## src/rtl/uart_rx_delay_cfg.sv

```systemverilog
// UART receiver for 8-byte delay-RAM configuration frames: header, target ID, channel,
// address, big-endian delay, reserved byte and XOR checksum; decoded into per-channel RAM writes.
module uart_rx_delay_cfg #(
  parameter int unsigned N_CH         = 4,
  parameter int unsigned ADDR_W       = 8,
  parameter int unsigned DELAY_W      = 16,
  parameter int unsigned CLKS_PER_BIT = 10,
  parameter int unsigned TIMEOUT_BITS = 40
) (
  input  logic               I_clk_10M,
  input  logic               I_rst_n,
  input  logic               rxb,
  input  logic [4:0]         GA,
  output logic [N_CH-1:0]    O_WEA,
  output logic [ADDR_W-1:0]  O_WRITE_ADDR,
  output logic [DELAY_W-1:0] O_WRITE_DELAY,
  output logic               O_FRAME_OK,
  output logic               O_ERR,
  output logic [1:0]         O_ERR_CODE,
  output logic               O_BUSY
);

  localparam int unsigned CntW        = $clog2(CLKS_PER_BIT);
  localparam int unsigned TimeoutClks = TIMEOUT_BITS * CLKS_PER_BIT;
  localparam int unsigned GapW        = $clog2(TimeoutClks + 1);
  localparam logic [CntW-1:0] BitEnd  = CntW'(CLKS_PER_BIT - 1);
  localparam logic [CntW-1:0] HalfEnd = CntW'(CLKS_PER_BIT / 2 - 1);
  localparam logic [GapW-1:0] GapMax  = GapW'(TimeoutClks);
  localparam logic [7:0]      Header  = 8'hA5;

  typedef enum logic [1:0] {StIdle, StStart, StData, StStop} rx_state_e;

  rx_state_e           state_q, state_d;
  logic                sync1_q, sync2_q, rx_prev_q;
  logic [CntW-1:0]     cnt_q, cnt_d;
  logic [2:0]          bit_idx_q, bit_idx_d;
  logic [7:0]          shift_q, shift_d;
  logic [2:0]          byte_cnt_q, byte_cnt_d;
  logic [7:0]          xor_q, xor_d;
  logic [4:0]          tgt_q, tgt_d;
  logic [7:0]          ch_q, ch_d;
  logic [7:0]          addr_q, addr_d;
  logic [15:0]         dly_q, dly_d;
  logic [GapW-1:0]     gap_q, gap_d;
  logic [N_CH-1:0]     wea_q, wea_d;
  logic [ADDR_W-1:0]   waddr_q, waddr_d;
  logic [DELAY_W-1:0]  wdelay_q, wdelay_d;
  logic                frame_ok_q, frame_ok_d;
  logic                err_q, err_d;
  logic [1:0]          err_code_q, err_code_d;

  logic                rx, fall, byte_done, frame_err, timeout;
  logic [N_CH-1:0]     sel;

  assign rx   = sync2_q;
  assign fall = rx_prev_q & ~sync2_q;

  // Bit-level receiver
  always_comb begin
    state_d   = state_q;
    cnt_d     = cnt_q;
    bit_idx_d = bit_idx_q;
    shift_d   = shift_q;
    byte_done = 1'b0;
    frame_err = 1'b0;
    unique case (state_q)
      StIdle: begin
        if (fall) begin
          state_d = StStart;
          cnt_d   = '0;
        end
      end
      StStart: begin
        if (cnt_q == HalfEnd) begin
          cnt_d     = '0;
          bit_idx_d = '0;
          state_d   = rx ? StIdle : StData;
        end else begin
          cnt_d = cnt_q + 1'b1;
        end
      end
      StData: begin
        if (cnt_q == BitEnd) begin
          cnt_d   = '0;
          shift_d = {rx, shift_q[7:1]};
          if (bit_idx_q == 3'd7) state_d = StStop;
          else                   bit_idx_d = bit_idx_q + 1'b1;
        end else begin
          cnt_d = cnt_q + 1'b1;
        end
      end
      StStop: begin
        if (cnt_q == BitEnd) begin
          state_d   = StIdle;
          byte_done = rx;
          frame_err = ~rx;
        end else begin
          cnt_d = cnt_q + 1'b1;
        end
      end
      default: state_d = StIdle;
    endcase
  end

  // Channel decode: 0xFF selects every channel, out-of-range selects none
  always_comb begin
    sel = '0;
    for (int unsigned i = 0; i < N_CH; i++) begin
      sel[i] = (ch_q == 8'hFF) || (ch_q == 8'(i));
    end
  end

  // Only the idle gap between bytes of a started frame counts toward the timeout
  assign timeout = (byte_cnt_q != 3'd0) && (state_q == StIdle) && !fall && (gap_q == GapMax);

  // Frame assembly and write/error generation
  always_comb begin
    byte_cnt_d = byte_cnt_q;
    xor_d      = xor_q;
    tgt_d      = tgt_q;
    ch_d       = ch_q;
    addr_d     = addr_q;
    dly_d      = dly_q;
    gap_d      = gap_q;
    wea_d      = '0;
    waddr_d    = waddr_q;
    wdelay_d   = wdelay_q;
    frame_ok_d = 1'b0;
    err_d      = 1'b0;
    err_code_d = err_code_q;

    if (byte_done) begin
      gap_d = '0;
    end else if ((state_q == StIdle) && (byte_cnt_q != 3'd0) && (gap_q != GapMax)) begin
      gap_d = gap_q + 1'b1;
    end

    if (frame_err) begin
      err_d      = 1'b1;
      err_code_d = 2'd0;
      byte_cnt_d = '0;
    end else if (timeout) begin
      err_d      = 1'b1;
      err_code_d = 2'd2;
      byte_cnt_d = '0;
    end else if (byte_done) begin
      case (byte_cnt_q)
        3'd0: begin
          if (shift_q == Header) begin
            xor_d      = Header;
            byte_cnt_d = 3'd1;
          end
        end
        3'd7: begin
          byte_cnt_d = '0;
          if (xor_q != shift_q) begin
            err_d      = 1'b1;
            err_code_d = 2'd1;
          end else if ((tgt_q == GA) || (tgt_q == 5'h1F)) begin
            if (sel != '0) begin
              wea_d      = sel;
              waddr_d    = addr_q[ADDR_W-1:0];
              wdelay_d   = dly_q[DELAY_W-1:0];
              frame_ok_d = 1'b1;
            end else begin
              err_d      = 1'b1;
              err_code_d = 2'd3;
            end
          end
        end
        default: begin
          xor_d      = xor_q ^ shift_q;
          byte_cnt_d = byte_cnt_q + 1'b1;
          case (byte_cnt_q)
            3'd1:    tgt_d         = shift_q[4:0];
            3'd2:    ch_d          = shift_q;
            3'd3:    addr_d        = shift_q;
            3'd4:    dly_d[15:8]   = shift_q;
            3'd5:    dly_d[7:0]    = shift_q;
            default: ;
          endcase
        end
      endcase
    end
  end

  always_ff @(posedge I_clk_10M or negedge I_rst_n) begin
    if (!I_rst_n) begin
      sync1_q    <= 1'b1;
      sync2_q    <= 1'b1;
      rx_prev_q  <= 1'b1;
      state_q    <= StIdle;
      cnt_q      <= '0;
      bit_idx_q  <= '0;
      shift_q    <= '0;
      byte_cnt_q <= '0;
      xor_q      <= '0;
      tgt_q      <= '0;
      ch_q       <= '0;
      addr_q     <= '0;
      dly_q      <= '0;
      gap_q      <= '0;
      wea_q      <= '0;
      waddr_q    <= '0;
      wdelay_q   <= '0;
      frame_ok_q <= 1'b0;
      err_q      <= 1'b0;
      err_code_q <= '0;
    end else begin
      sync1_q    <= rxb;
      sync2_q    <= sync1_q;
      rx_prev_q  <= sync2_q;
      state_q    <= state_d;
      cnt_q      <= cnt_d;
      bit_idx_q  <= bit_idx_d;
      shift_q    <= shift_d;
      byte_cnt_q <= byte_cnt_d;
      xor_q      <= xor_d;
      tgt_q      <= tgt_d;
      ch_q       <= ch_d;
      addr_q     <= addr_d;
      dly_q      <= dly_d;
      gap_q      <= gap_d;
      wea_q      <= wea_d;
      waddr_q    <= waddr_d;
      wdelay_q   <= wdelay_d;
      frame_ok_q <= frame_ok_d;
      err_q      <= err_d;
      err_code_q <= err_code_d;
    end
  end

  assign O_WEA         = wea_q;
  assign O_WRITE_ADDR  = waddr_q;
  assign O_WRITE_DELAY = wdelay_q;
  assign O_FRAME_OK    = frame_ok_q;
  assign O_ERR         = err_q;
  assign O_ERR_CODE    = err_code_q;
  assign O_BUSY        = (byte_cnt_q != 3'd0);

endmodule

```

## config.mk

```make
export PLATFORM = sky130hd
export DESIGN_NAME = uart_rx_delay_cfg
export DESIGN_NICKNAME = d
export VERILOG_FILES = /design/src/rtl/uart_rx_delay_cfg.sv
export SDC_FILE = /design/constraint.sdc
export NUM_CORES = 1
export LEC_CHECK = 0
export ABC_AREA = 1
export CAP_MARGIN = 10
export CORE_MARGIN = 2
export CORE_UTILIZATION = 45
export DETAILED_ROUTE_END_ITERATION = 6
export DONT_BUFFER_PORTS = 1
export PLACE_DENSITY_LB_ADDON = 0.25
export SYNTH_ARGS = -nofsm -noshare
export SYNTH_HDL_FRONTEND = slang
export SYNTH_SLANG_ARGS = --single-unit
```

## constraint.sdc

```tcl
create_clock -name I_clk_10M -period 3.8 [get_ports I_clk_10M]
set_clock_uncertainty 0.05 [all_clocks]
set_input_delay 0.38 -clock I_clk_10M [delete_from_list [all_inputs] [get_ports I_clk_10M]]
set_output_delay 0.38 -clock I_clk_10M [all_outputs]
set_load 0.005 [all_outputs]
```

Run 1, track usage over the die:
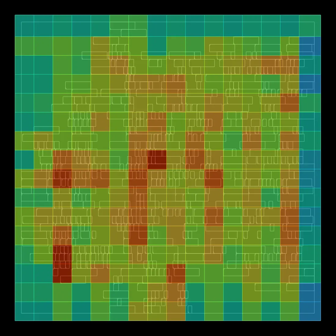
GR Util met1: 0.2215
fin util: 0.4962
GRT busiest layer: met2

Run 1, selected gate families:
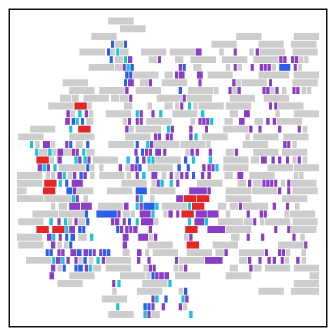
| colour | family | cells | most used |
|---|---|---|---|
| blue | NOR gates | 54 | nor2_1 |
| purple | NAND gates | 215 | nand2_1 |
| red | adder and majority cells | 13 | ha_1 |
| cyan | inverters | 58 | inv_1 |

Run 1, M3 wires:
Bar = 20 um.
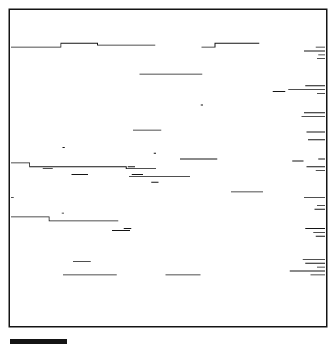
longest straight run: 34.0 um
main direction: horizontal
wire length on this layer: 449 um
share of all routed wire: 4.3%
nets with wire on the layer: 42
WL final: 10,390 um
met3 usage: 0.05607
Vias: 3,784

==> CHANGELOG.md, run 1 <==
### Metrics

- Outcome: finished clean
- Crit path launch type: flop
- Critical path's largest stage delay: between 0.6 and 0.7 ns
- RSZ-0062 raised after global routing: no
- Ys async rst share: 1.000
- Mapped Area: 5184 um2
- Num CTS Buffers: 9
- Max VDD drop: between 300 and 400 uV
- EDFF count, synth: 0
- Die Wd: 111.3 um
- Gpl congestion: 0.8760
- Distinct lib cells: 34
- OpenROAD warnings: 35
- Die ar.: 12,390 um2
- H-tree levels: 3
- Min Hold Slack: roughly 0.3 ns
- Inserted Diodes: 0
- Core region area: 11,320 um2
- Antenna violations before repair: 0
- # Max-Cap Violations: 0
- Buf/Inv on CP: 0
==> run 1: through the flow <==
stage,utilization,std cells,cell area [um2],setup slack (ns)
4_1_cts,0.4962,731,5618,1.056
3_5_place_dp,0.4658,713,5274,1.083
6_report,0.4962,731,5618,1.054
3_3_place_gp,0.4658,713,5274,1.175
5_1_grt,0.4962,731,5618,0.6512
2_1_floorplan,-,581,5184,1.945
==> run 1: cells by family after synthesis <==
group,share of synthesized area
compound gates,0.1371
xor+xnor,0.008448
fa+ha+maj,0.03138
buf+inv,0.05914
flops,0.5269
simple gates,0.2370
==> run 1: final timing paths <==
path / start / end / slack (ns) / cells past startpoint
min in group asynchronous: I_rst_n / dly_q[8] / 0.56 / 2
worst min-delay path: sync1_q / rx / 0.31 / 0
worst max-delay path: ch_q[2] / O_WRITE_DELAY[12] / 1.05 / 9
max in group asynchronous: I_rst_n / rx / 2.70 / 2
worst min register to register: sync1_q / rx / 0.31 / 0
worst max register to register: ch_q[2] / O_WRITE_DELAY[12] / 1.05 / 9
==> run 1: where the power goes <==
| group | internal (mW) | switching (mW) |
|---|---|---|
| clock network | 0.515 | 0.438 |
| registers | 1.19 | 0.0324 |
| logic | 0.0753 | 0.182 |
| total | 1.78 | 0.653 |
==> run 1: layout by cell type, fill, tap and decap left out, types with 9 or more instances in the layout <==
| master | n |
|---|---|
| nor2_1 | 46 |
| nand2_1 | 168 |
| o21ai_0 | 60 |
| o21ai_1 | 9 |
| inv_1 | 51 |
| dfrtp_1 | 106 |
| clkbuf_16 | 9 |
| nand3_1 | 19 |
| ha_1 | 13 |
| o21ai_2 | 24 |
| a21oi_1 | 12 |
==> run 1: state kept, by name, indices dropped and copies added, names as in the netlist, named ones only <==
register	cells
bit_idx_q	3
cnt_q	4
O_WEA	4
O_WRITE_DELAY	16
state_q	1
rx	1
O_ERR_CODE	2
tgt_q	5
addr_q	8
ch_q	8
rx_prev_q	1
xor_q	8
O_ERR	1
gap_q	9
shift_q	8
sync1_q	1
dly_q	16
O_WRITE_ADDR	8
O_FRAME_OK	1
byte_cnt_q	3
==> run 1: final cells by class <==
| type | count | area, um2 | share of cell area |
|---|---|---|---|
| inverters | 58 | 217.7 | 0.03875 |
| clock buffers | 9 | 225.2 | 0.04009 |
| repair buffers | 3 | 47.55 | 0.008463 |
| multi-input cells | 403 | 2146 | 0.3820 |
| clock inverters | 6 | 71.32 | 0.01269 |
| well taps | 143 | 178.9 | 0.03185 |
| flip-flops and latches | 109 | 2731 | 0.4862 |
==> run 1: per-layer routing <==
layer	wire, um	GRT usage	vias to the layer above	part of all wire
met5	0	0	-	0
met4	103	0.04691	0	0.0099
met3	449	0.05607	8	0.043
met2	4987	0.3004	71	0.48
met1	4852	0.2215	1811	0.47
li1	-	-	1894	-
==> run 1: what timing repair did <==
item / in CTS / in global routing
endpoints found under the setup margin: 0 / 0
buffers inserted: 0 / 0
gates resized: 0 / 0
hold buffers: 3 / 0
hold endpoints to repair: 110 / 0
## Run 2: what changed since run 1
==> constraint.sdc (replaced) <==
create_clock -name I_clk_10M -period 2.8 [get_ports I_clk_10M]
set_clock_uncertainty 0.05 [all_clocks]
set_input_delay 0.28 -clock I_clk_10M [delete_from_list [all_inputs] [get_ports I_clk_10M]]
set_output_delay 0.28 -clock I_clk_10M [all_outputs]
set_load 0.005 [all_outputs]
Run 2, sequential cells grouped by signal name:
Other sequential cells in the stronger grey, the rest of the logic in the fainter grey.
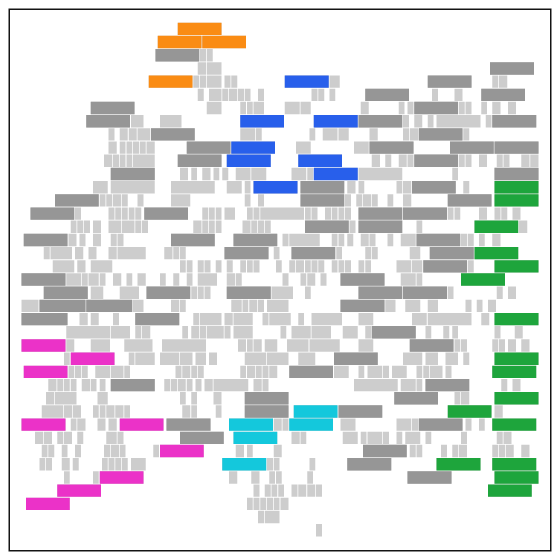
| colour | name in the netlist | sequential cells |
|---|---|---|
| green | O_WRITE_DELAY | 16 |
| blue | ch_q | 8 |
| magenta | gap_q | 9 |
| orange | O_WEA | 4 |
| cyan | tgt_q | 5 |
not coloured: 67

==> CHANGELOG.md, run 2 <==
### Metrics

- Compound Share, Synth: 0.1371
- Finished Cell Area: 5599 um2
- Crit path launch type: flop
- Distinct lib cells: 34
- Post-cts sizing count: 0
- Failing checks: hold timing
- Most numerous logic cell after layout: nand2_1
- Inserted Diodes: 0
- WL final: 10,080 um
- Mux share: 0
- Net Sw Frac: 0.2720
- Placed inst area: 5289 um2
- Comb area leader: simple AND/OR/NAND/NOR gates
- Hold Vio Cnt, Final: 109
- Insertion Delay late pin: 0.35 ns
- Num CTS Buffers: 9
- # Max-Cap Violations: 0
- Ys async rst share: 1.000
- Outcome: complete, but fails checks
- Max VDD drop: approximately 520 uV
- OpenROAD warnings: 37
- H-tree levels: 3
- Adder Area Share: 0.03138
- EDFF count, synth: 0
- Core region area: 11,320 um2
- Gpl congestion: between 0.8 and 0.9
- Min Hold Slack: -0.4332 ns
- Clk pwr share: 0.391
- RSZ-0062 raised after global routing: no
- Post-CTS Hold Fix Bufs: 1
- Buf/Inv on CP: 2
- Rel. slew slack: 0.6742
- XOR/XNOR Area Share: 0.008448
- Comb pwr share: 0.095
- Mapped Area: 5184 um2
- Post-CTS Setup Inserts: 0
- Die Wd: between 100 and 150 um
- Critical path's largest stage delay: 0.42 ns
- Most common logic cells in the final layout: 168 x nand2_1, 106 x dfrtp_1, 60 x o21ai_0, 51 x inv_1, 46 x nor2_1
- Switching power: 0.8786 mW
- Vias: around 3.7k
- Antenna violations before repair: 0
- Share of post-route cells with drive strength above 1: 0.1290
Run 2, track usage over the die:
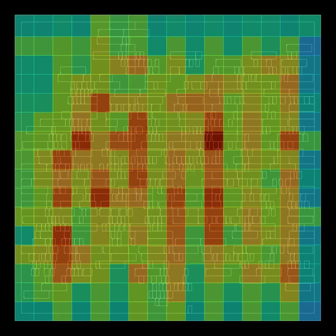
WL/cell: 13.77 um
M2 GR Usage: 0.2858
met3 usage: 0.04355
fin util: 0.4946
GR Util met1: 0.2302

-- run 2: cell counts after synthesis --
Identical to the previous run, type by type.
-- run 2: logic make-up after synthesis --
group | count (synthesis)
simple gates | 269
compound gates | 116
flops | 109
buf+inv | 69
fa+ha+maj | 13
xor+xnor | 5
-- run 2: worst paths after layout --
path                                from           endpoint  slack [ns]  cells past startpoint
worst max-delay path            cnt_q[1]  O_WRITE_DELAY[11]        0.52                     10
worst min-delay path             I_rst_n  O_WRITE_DELAY[10]       -0.43                      0
worst max register to register  cnt_q[1]  O_WRITE_DELAY[11]        0.52                     10
worst min register to register   sync1_q                 rx        0.31                      0
max in group asynchronous        I_rst_n          rx_prev_q        2.93                      0
min in group I_clk_10M           sync1_q                 rx        0.31                      0
-- run 2: final cells by class --
type | instances | area (um2) | area share
Inverter | 58 | 217.7 | 0.03888
Clock inverter | 7 | 75.07 | 0.01341
Sequential cell | 109 | 2731 | 0.4878
Clock buffer | 9 | 225.2 | 0.04022
Timing Repair Buffer | 3 | 25.02 | 0.004469
Tap cell | 143 | 178.9 | 0.03196
Multi-Input combinational cell | 403 | 2146 | 0.3832
-- run 2: power by group through the flow --
stage / sequential, mW / clock, mW / combinational, mW
4_1_cts: 1.66 / 1.30 / 0.306
3_5_place_dp: 1.69 / 0 / 0.299
3_3_place_gp: 1.69 / 0 / 0.292
2_1_floorplan: 1.68 / 0 / 0.240
5_1_grt: 1.67 / 1.36 / 0.361
6_report: 1.66 / 1.26 / 0.306
-- run 2: through the flow --
stage / std cells / setup WS, ns / power (mW)
floorplan: 581 / 0.9453 / 1.924
global placement: 715 / 0.5647 / 1.982
detailed placement: 715 / 0.5187 / 1.992
CTS: 732 / 0.5029 / 3.268
global route: 732 / 0.2995 / 3.391
finish: 732 / 0.5238 / 3.231
-- run 2: layer usage --
metal / track usage / share of wire / up-vias
met5: 0 / 0 / -
met4: 0.04444 / 0.010 / 0
met2: 0.2858 / 0.48 / 62
met3: 0.04355 / 0.042 / 9
met1: 0.2302 / 0.47 / 1740
li1: - / - / 1892
## Run 3: what changed since run 2
==> constraint.sdc (replaced) <==
create_clock -name I_clk_10M -period 2 [get_ports I_clk_10M]
set_clock_uncertainty 0.05 [all_clocks]
set_input_delay 0.2 -clock I_clk_10M [delete_from_list [all_inputs] [get_ports I_clk_10M]]
set_output_delay 0.2 -clock I_clk_10M [all_outputs]
set_load 0.005 [all_outputs]
Run 3, M3 wires:
Bar = 20 um.
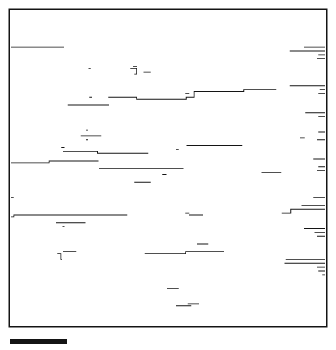
main direction: horizontal
wire length on this layer: 487 um
share of all routed wire: 4.3%

==> CHANGELOG.md, run 3 <==
### Metrics

- Outcome: complete, but fails checks
- Failing checks: hold timing
- EDFF count, synth: 0
- Synthesis area per yosys: 5184 um2
- Buf/Inv on CP: 2
- Final WS setup: 0.1047 ns
- Crit path launch type: flop
- Ys async rst share: 1.000
- Die ar.: 12,390 um2
- Cells after DPL: 732
- # Max-Cap Violations: 0
- CTS tree: built
- Antenna violations before repair: 0
- H-tree levels: 3
- Input/output buffers: 0
- Design Power: ~4.5 mW
- Synth cell count leaders: 168 x nand2_1, 106 x dfrtp_1, 60 x o21ai_0, 51 x inv_1, 46 x nor2_1
- Flop area: about 2700 um2
- Die Wd: about 110 um
- Vias: 3,959
- Post-CTS Hold Fix Bufs: 1
- OpenROAD warnings: 39
- Worst slack at placement: -0.03665 ns
- Most common logic cells in the final layout: 166 x nand2_1, 106 x dfrtp_1, 59 x o21ai_0, 47 x inv_1, 44 x nor2_1
- WL/cell: between 10 and 15 um
- Insertion Delay late pin: 0.36 ns
- Finished Layout Cells: ~770
- Max VDD drop: 738.8 uV
- WL final: 11,330 um
- Critical path's largest stage delay: 0.42 ns
- Hold Vio Cnt, Final: 109
- Synth-to-Final Area Change: 15.18%
- Logic area: about 2300 um2
- Cell type with the largest total area: dfrtp_1
- Slowest CP cell: dfrtp_1
- Gpl congestion: 0.8279
- Finish-stage setup viols: 0
- Inserted Diodes: 0
- Global Route Usage Sum: 0.1798
- Core region area: 11,320 um2
- CTS Buffer Depth: 2
- Top cells by area: dfrtp_1 51%, nand2_1 12%, o21ai_0 5.8%
- Distinct lib cells: 34
- Num CTS Buffers: 9
- Min Hold Slack: -0.5109 ns
- Share of post-route cells with drive strength above 1: 0.1955
- RSZ-0062 raised after global routing: yes
- Nets at Floorplan: approximately 600
- Mapped Area: 5184 um2
- Most numerous logic cell after layout: nand2_1
Run 3, track usage over the die:
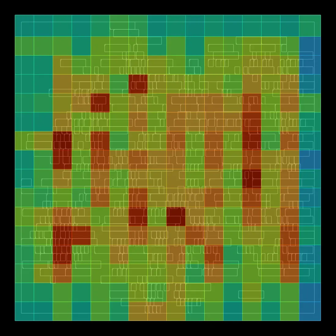
met3 usage: 0.05498
fin util: 0.5274
M2 GR Usage: 0.3028

==> run 3: cell counts after synthesis <==
Identical to the previous run, type by type.
==> run 3: metrics by stage <==
stage / TNS [ns] / instance area, um2 / utilization / hold WS (ns)
finish: 0 / 5971 / 0.5274 / -0.5109
global route: -0.07484 / 5971 / 0.5274 / -0.5316
CTS: -0.06998 / 5709 / 0.5043 / -0.5272
detailed placement: -0.4226 / 5416 / 0.4784 / -0.1434
global placement: 0 / 5416 / 0.4784 / -0.1430
floorplan: 0 / 5184 / - / -0.1456
==> run 3: logic make-up (layout without fill, tap and decap cells) <==
| group | count (synthesis) | after routing | synth area share |
|---|---|---|---|
| AND-OR/OR-AND | 116 | 116 | 0.1371 |
| XOR/XNOR | 5 | 5 | 0.008448 |
| adder cells (fa/ha/maj) | 13 | 13 | 0.03138 |
| buffers and inverters | 69 | 108 | 0.05914 |
| flip-flops | 109 | 109 | 0.5269 |
| AND/OR/NAND/NOR | 269 | 273 | 0.2370 |
==> run 3: layout make-up <==
cell class,instances,share of cell area
Tap cell,143,0.02997
Timing Repair Buffer,35,0.05134
Sequential cell,109,0.4575
Clock buffer,11,0.04065
Inverter,58,0.03646
Clock inverter,4,0.005448
Multi-Input combinational cell,407,0.3787
==> run 3: worst paths after layout <==
| path | slack [ns] | depth (start not counted) | start | end |
|---|---|---|---|---|
| setup / recovery | 0.10 | 10 | byte_cnt_q[1] | ch_q[1] |
| hold / removal | -0.51 | 0 | I_rst_n | O_WRITE_DELAY[11] |
| setup reg to reg | 0.10 | 10 | byte_cnt_q[1] | ch_q[1] |
| hold reg to reg | 0.31 | 0 | sync1_q | rx |
| max in group asynchronous | 2.18 | 0 | I_rst_n | sync1_q |
| min in group I_clk_10M | 0.31 | 0 | sync1_q | rx |
==> run 3: per-layer routing <==
metal,up-vias,share of wire,GRT usage
li1,1961,-,-
met4,0,0.024,0.06584
met3,19,0.043,0.05498
met2,84,0.49,0.3028
met5,-,0,0
met1,1895,0.44,0.2195
==> run 3: timing repair <==
item	in CTS	in global routing
buffers inserted	0	15
hold endpoints to repair	110	109
gates cloned	0	4
endpoints found under the setup margin	47	62
gates resized	2	23
pin swaps	4	10
==> run 3: power by group <==
part / switching, mW / internal (mW)
registers: 0.0653 / 2.27
clock network: 0.801 / 0.884
logic: 0.308 / 0.148
Power figures rest on the tool's default switching activity, not on a simulated workload.
